### Routed metal per tile

Scale: 4 px per um. 19 x 19 tiles, from dark purple (low) to yellow (high), scaled to the fullest tile. Values are wire area over tile area, all layers added.
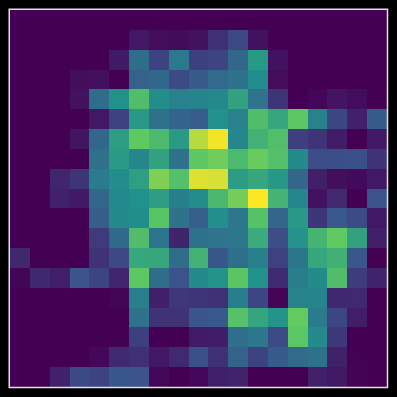
### Floorplan with the power grid

Scale: 4 px per um. Pins as bars on the die edge.
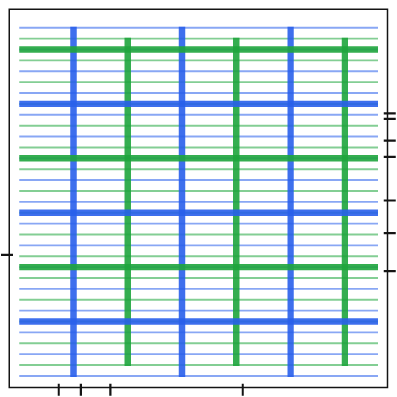
### Placed standard cells

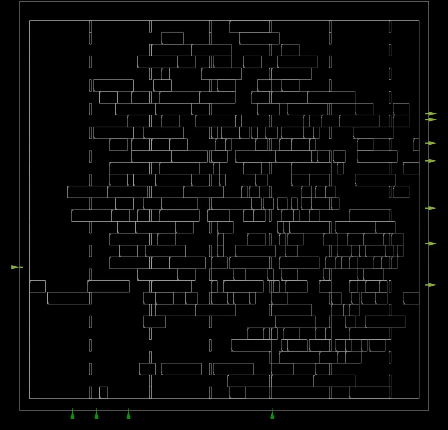
### Layout detail

Window x 22 to 72, y 41 to 91 um. Cells in gray, sequential cells in the stronger gray; small squares are vias.
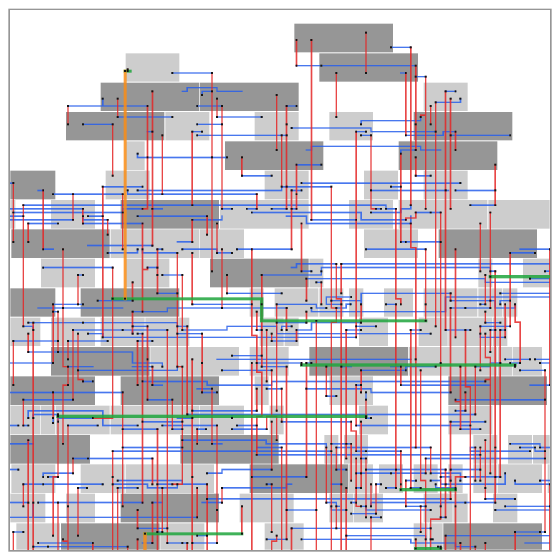
### Cells by drive strength

Scale: 3 px per um.
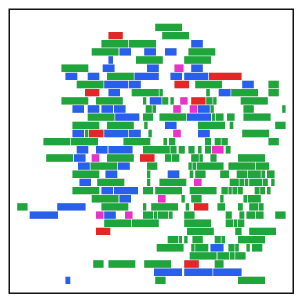
`config.mk`:
```
export PLATFORM = sky130hd
export DESIGN_NAME = spi_reg_slave
export DESIGN_NICKNAME = d
export VERILOG_FILES = /design/src/rtl/spi_reg_slave.sv
export SDC_FILE = /design/constraint.sdc
export NUM_CORES = 1
export LEC_CHECK = 0
export ABC_CLOCK_PERIOD_IN_PS = 2600
export CORE_MARGIN = 2
export CORE_UTILIZATION = 34
export CTS_CLUSTER_DIAMETER = 150
export DETAILED_ROUTE_END_ITERATION = 10
export GPL_ROUTABILITY_DRIVEN = 0
export MAX_ROUTING_LAYER = met4
export PLACE_DENSITY_LB_ADDON = 0.3
export SETUP_SLACK_MARGIN = 0.1
export SYNTH_ARGS = -nofsm -noshare
export SYNTH_HDL_FRONTEND = slang
export SYNTH_SLANG_ARGS = --single-unit
```
`constraint.sdc`:
```
create_clock -name clk -period 2.6 [get_ports clk]
set_input_delay 0.65 -clock clk [delete_from_list [all_inputs] [get_ports clk]]
set_output_delay 0.65 -clock clk [all_outputs]
set_load 0.05 [all_outputs]
```
`src/rtl/spi_reg_slave.sv`:
```
// spi_reg_slave: SPI-framed register file, oversampled in the clk domain.
// Optional miso readback of read frames: define SPI_READBACK_EN.
module spi_reg_slave #(
    parameter int DATA_W = 4,
    parameter int ADDR_W = 3
) (
    input  logic              clk,
    input  logic              n_rst,
    input  logic              sclk,
    input  logic              ss,
    input  logic              mosi,
    output logic              miso,
    output logic [DATA_W-1:0] result,
    output logic              frame_done,
    output logic              frame_err
);

    localparam int FRAME_W = 1 + ADDR_W + DATA_W;
    localparam int CNT_W   = $clog2(FRAME_W + 1);
    localparam int REGS    = 2 ** ADDR_W;

    typedef enum logic [1:0] {
        IDLE,
        HDR,
        DATA,
        HOLD
    } state_t;

    state_t state;
    state_t state_n;

    logic sclk_s1, sclk_s2, sclk_q;
    logic ss_s1, ss_s2, ss_q;
    logic mosi_s1, mosi_s2;

    logic sclk_fall;
    logic ss_fall;
    logic ss_rise;
    logic bit_ok;

    logic [CNT_W-1:0]   cnt;
    logic [FRAME_W-2:0] shreg;
    logic [FRAME_W-1:0] word;

    logic               w_rw;
    logic [ADDR_W-1:0]  w_addr;
    logic [DATA_W-1:0]  w_data;

    logic start;
    logic take;
    logic hdr_end;
    logic commit;
    logic abort;

    logic [DATA_W-1:0] regs [REGS];

    // Two-flop synchronisers plus one extra stage for edge detection
    always_ff @(posedge clk or negedge n_rst) begin
        if (!n_rst) begin
            sclk_s1 <= 1'b0;
            sclk_s2 <= 1'b0;
            sclk_q  <= 1'b0;
            ss_s1   <= 1'b1;
            ss_s2   <= 1'b1;
            ss_q    <= 1'b1;
            mosi_s1 <= 1'b1;
            mosi_s2 <= 1'b1;
        end else begin
            sclk_s1 <= sclk;
            sclk_s2 <= sclk_s1;
            sclk_q  <= sclk_s2;
            ss_s1   <= ss;
            ss_s2   <= ss_s1;
            ss_q    <= ss_s2;
            mosi_s1 <= mosi;
            mosi_s2 <= mosi_s1;
        end
    end

    assign sclk_fall = sclk_q & ~sclk_s2;
    assign ss_fall   = ss_q & ~ss_s2;
    assign ss_rise   = ~ss_q & ss_s2;

    // ss_q low means select was held up to this clk, so a final bit
    // landing on the same clk as ss rising is still accepted
    assign bit_ok = sclk_fall & ~ss_q;

    assign word   = {shreg, mosi_s2};
    assign w_rw   = word[FRAME_W-1];
    assign w_addr = word[DATA_W +: ADDR_W];
    assign w_data = word[DATA_W-1:0];

    // State register
    always_ff @(posedge clk or negedge n_rst) begin
        if (!n_rst) begin
            state <= IDLE;
        end else begin
            state <= state_n;
        end
    end

    // Next state and frame control strobes
    always_comb begin
        state_n = state;
        start   = 1'b0;
        take    = 1'b0;
        hdr_end = 1'b0;
        commit  = 1'b0;
        abort   = 1'b0;
        unique case (state)
            IDLE: begin
                if (ss_fall) begin
                    start   = 1'b1;
                    state_n = HDR;
                end
            end
            HDR: begin
                if (ss_rise) begin
                    abort   = 1'b1;
                    state_n = IDLE;
                end else if (bit_ok) begin
                    take = 1'b1;
                    if (cnt == CNT_W'(ADDR_W)) begin
                        hdr_end = 1'b1;
                        state_n = DATA;
                    end
                end
            end
            DATA: begin
                if (bit_ok && cnt == CNT_W'(FRAME_W - 1)) begin
                    commit  = 1'b1;
                    state_n = ss_rise ? IDLE : HOLD;
                end else if (ss_rise) begin
                    abort   = 1'b1;
                    state_n = IDLE;
                end else if (bit_ok) begin
                    take = 1'b1;
                end
            end
            HOLD: begin
                if (ss_rise) begin
                    state_n = IDLE;
                end
            end
            default: begin
                state_n = IDLE;
            end
        endcase
    end

    // Bit counter and receive shift register
    always_ff @(posedge clk or negedge n_rst) begin
        if (!n_rst) begin
            cnt   <= '0;
            shreg <= '0;
        end else if (start) begin
            cnt   <= '0;
            shreg <= '0;
        end else if (take) begin
            cnt   <= cnt + CNT_W'(1);
            shreg <= {shreg[FRAME_W-3:0], mosi_s2};
        end
    end

    // Register file, result and completion pulses
    always_ff @(posedge clk or negedge n_rst) begin
        if (!n_rst) begin
            for (int i = 0; i < REGS; i++) begin
                regs[i] <= '0;
            end
            result     <= '0;
            frame_done <= 1'b0;
            frame_err  <= 1'b0;
        end else begin
            frame_done <= commit;
            frame_err  <= abort;
            if (commit) begin
                if (!w_rw) begin
                    regs[w_addr] <= w_data;
                    result       <= w_data;
                end else begin
                    result <= regs[w_addr];
                end
            end
        end
    end

`ifdef SPI_READBACK_EN
    logic              sclk_rise;
    logic [ADDR_W:0]   hdr;
    logic [DATA_W-1:0] tx;

    assign sclk_rise = ~sclk_q & sclk_s2;
    assign hdr       = {shreg[ADDR_W-1:0], mosi_s2};

    // Load read data when the header completes, shift on each sclk rise
    always_ff @(posedge clk or negedge n_rst) begin
        if (!n_rst) begin
            tx <= '0;
        end else if (hdr_end) begin
            tx <= hdr[ADDR_W] ? regs[hdr[ADDR_W-1:0]] : '0;
        end else if (state == DATA && sclk_rise) begin
            tx <= {tx[DATA_W-2:0], 1'b0};
        end
    end

    assign miso = (state == DATA) & tx[DATA_W-1];
`else
    assign miso = 1'b0;
`endif

endmodule
```
==> job_summary.md <==
### Flow metrics

| Metric | Value |
|---|---|
| Worst slew pin tran | `0.662 ns` |
| Post-CTS sizing | `0` |
| Fin. Hold Viols | `0` |
| Most common cell in the netlist | `dfrtp_1` |
| Setup TNS | `0 ns` |
| Critical Path, Cell by Cell | `clkdlybuf4s50_1` |
| Pre-CTS WS | `0.550 ns` |
| Worst Hold Class | `primary input to async pin` |
| Worst-skew pair later-pin latency | `0.34 ns` |
| Non-CTS inverters | `11` |
| Global route total overflow | `0` |
| Non-clock buffer share | `4.42%` |
| Total power | `0.00197 W` |
| TritonCTS clock tree | `yes` |
| Hold slack | `0.225 ns` |
| FP Rows | `32` |
| Clock skew | `0.0109 ns` |
| Syn Area/Cell | `12.7 um^2` |
| Root Driver | `clkbuf_8` |
| Synth Seq Share | `53.6%` |
| Critical R2R Launch | `cnt[1]$_DFFE_PN0P_` |
| Yosys cell count | `218` |
| CP Launch Point | `result[1]$_DFFE_PN0P_` |
| Critical path data arrival time | `1.53 ns` |
| Cts hold-fix bufs | `0` |
| Reg2Reg Depth | `5` |
| Crit path capture | `result[1]` |
| Cell family with most CP delay | `buffers and inverters` |
| Comb area share | `37.4%` |
| Log Warnings | `29` |
| Largest net degree at the start of global routing | `25` |
| Outcome | `complete, no violations` |
| CP Class | `flop to output port` |
## Picture notes: 'Routed metal per tile'
densest ninth of the die = center
emptiest ninth of the die = north-west
fullest tile = 0.40
wirelength, routed: 5280 um
Wirelength per Cell: 15.6 um
DR vias: 1,712

## Picture notes: 'Floorplan with the power grid'
green -> VDD
blue -> VSS
met5 straps = 6
rows = 32
met4 straps = 6
met1 rails = 33
signal pins = 12
Die X: 94.2 um
Core Area: 7810 um^2
VDD IR-drop max: 221 uV

## Picture notes: 'Placed standard cells'
seq_cells: 59
Well Taps: 102
tally of filler cells in the layout: 731
Final Instance Count excl. Fillers: 339

## Picture notes: 'Layout detail'
blue -> M1
orange -> M4
green -> M3
red -> M2
cells with their middle in the window = 107
most frequent = mux2_2 (27), dfrtp_1 (24), nand2_1 (8)
sequential cells in the window = 24
netlist names of flops here include = regs (21), shreg (2)

## Picture notes: 'Cells by drive strength'
red -> x6 and larger  # cells 10, share 4.2%, most used clkbuf_8
green -> x1 and smaller  # cells 165, share 70%, most used dfrtp_1
magenta -> x3 and x4  # cells 11, share 4.6%, most used buf_4
blue -> x2  # cells 51, share 22%, most used mux2_2
Layout area overhead: 14.6%
nonclk buf count: 16
post-route cell area: 3170 um^2
post-route setup slack: 0.420 ns

==> state kept, by name (all words and copies together), names as in the netlist, 2 cells and up <==
name / count
cnt: 4
regs: 32
result: 4
shreg: 7
state: 2
==> report_power, final <==
part	internal, W	switching, W	total [W]
clock	0.000442	0.000373	0.000815
combinational	0.0000737	0.000110	0.000184
sequential	0.000942	0.0000252	0.000967
==> logic make-up after synthesis <==
kind of cell,Yosys count,share of synthesized area (%)
muxes,55,25.1
other,1,0.136
and+or+nand+nor,55,10.6
AOI/OAI and AO/OA,18,4.39
buffers and inverters,24,3.57
DFF,59,53.6
adders and majority gates,5,2.26
xor gates and xnor gates,1,0.317
==> metal layers <==
layer / track usage (%) / wire length, um
met5: - / 0
met4: 7.13 / 69
met3: 4.17 / 200
met2: 19.5 / 2460
met1: 19.2 / 2560
No activity file was given, so power comes from the tool's default toggle rates.
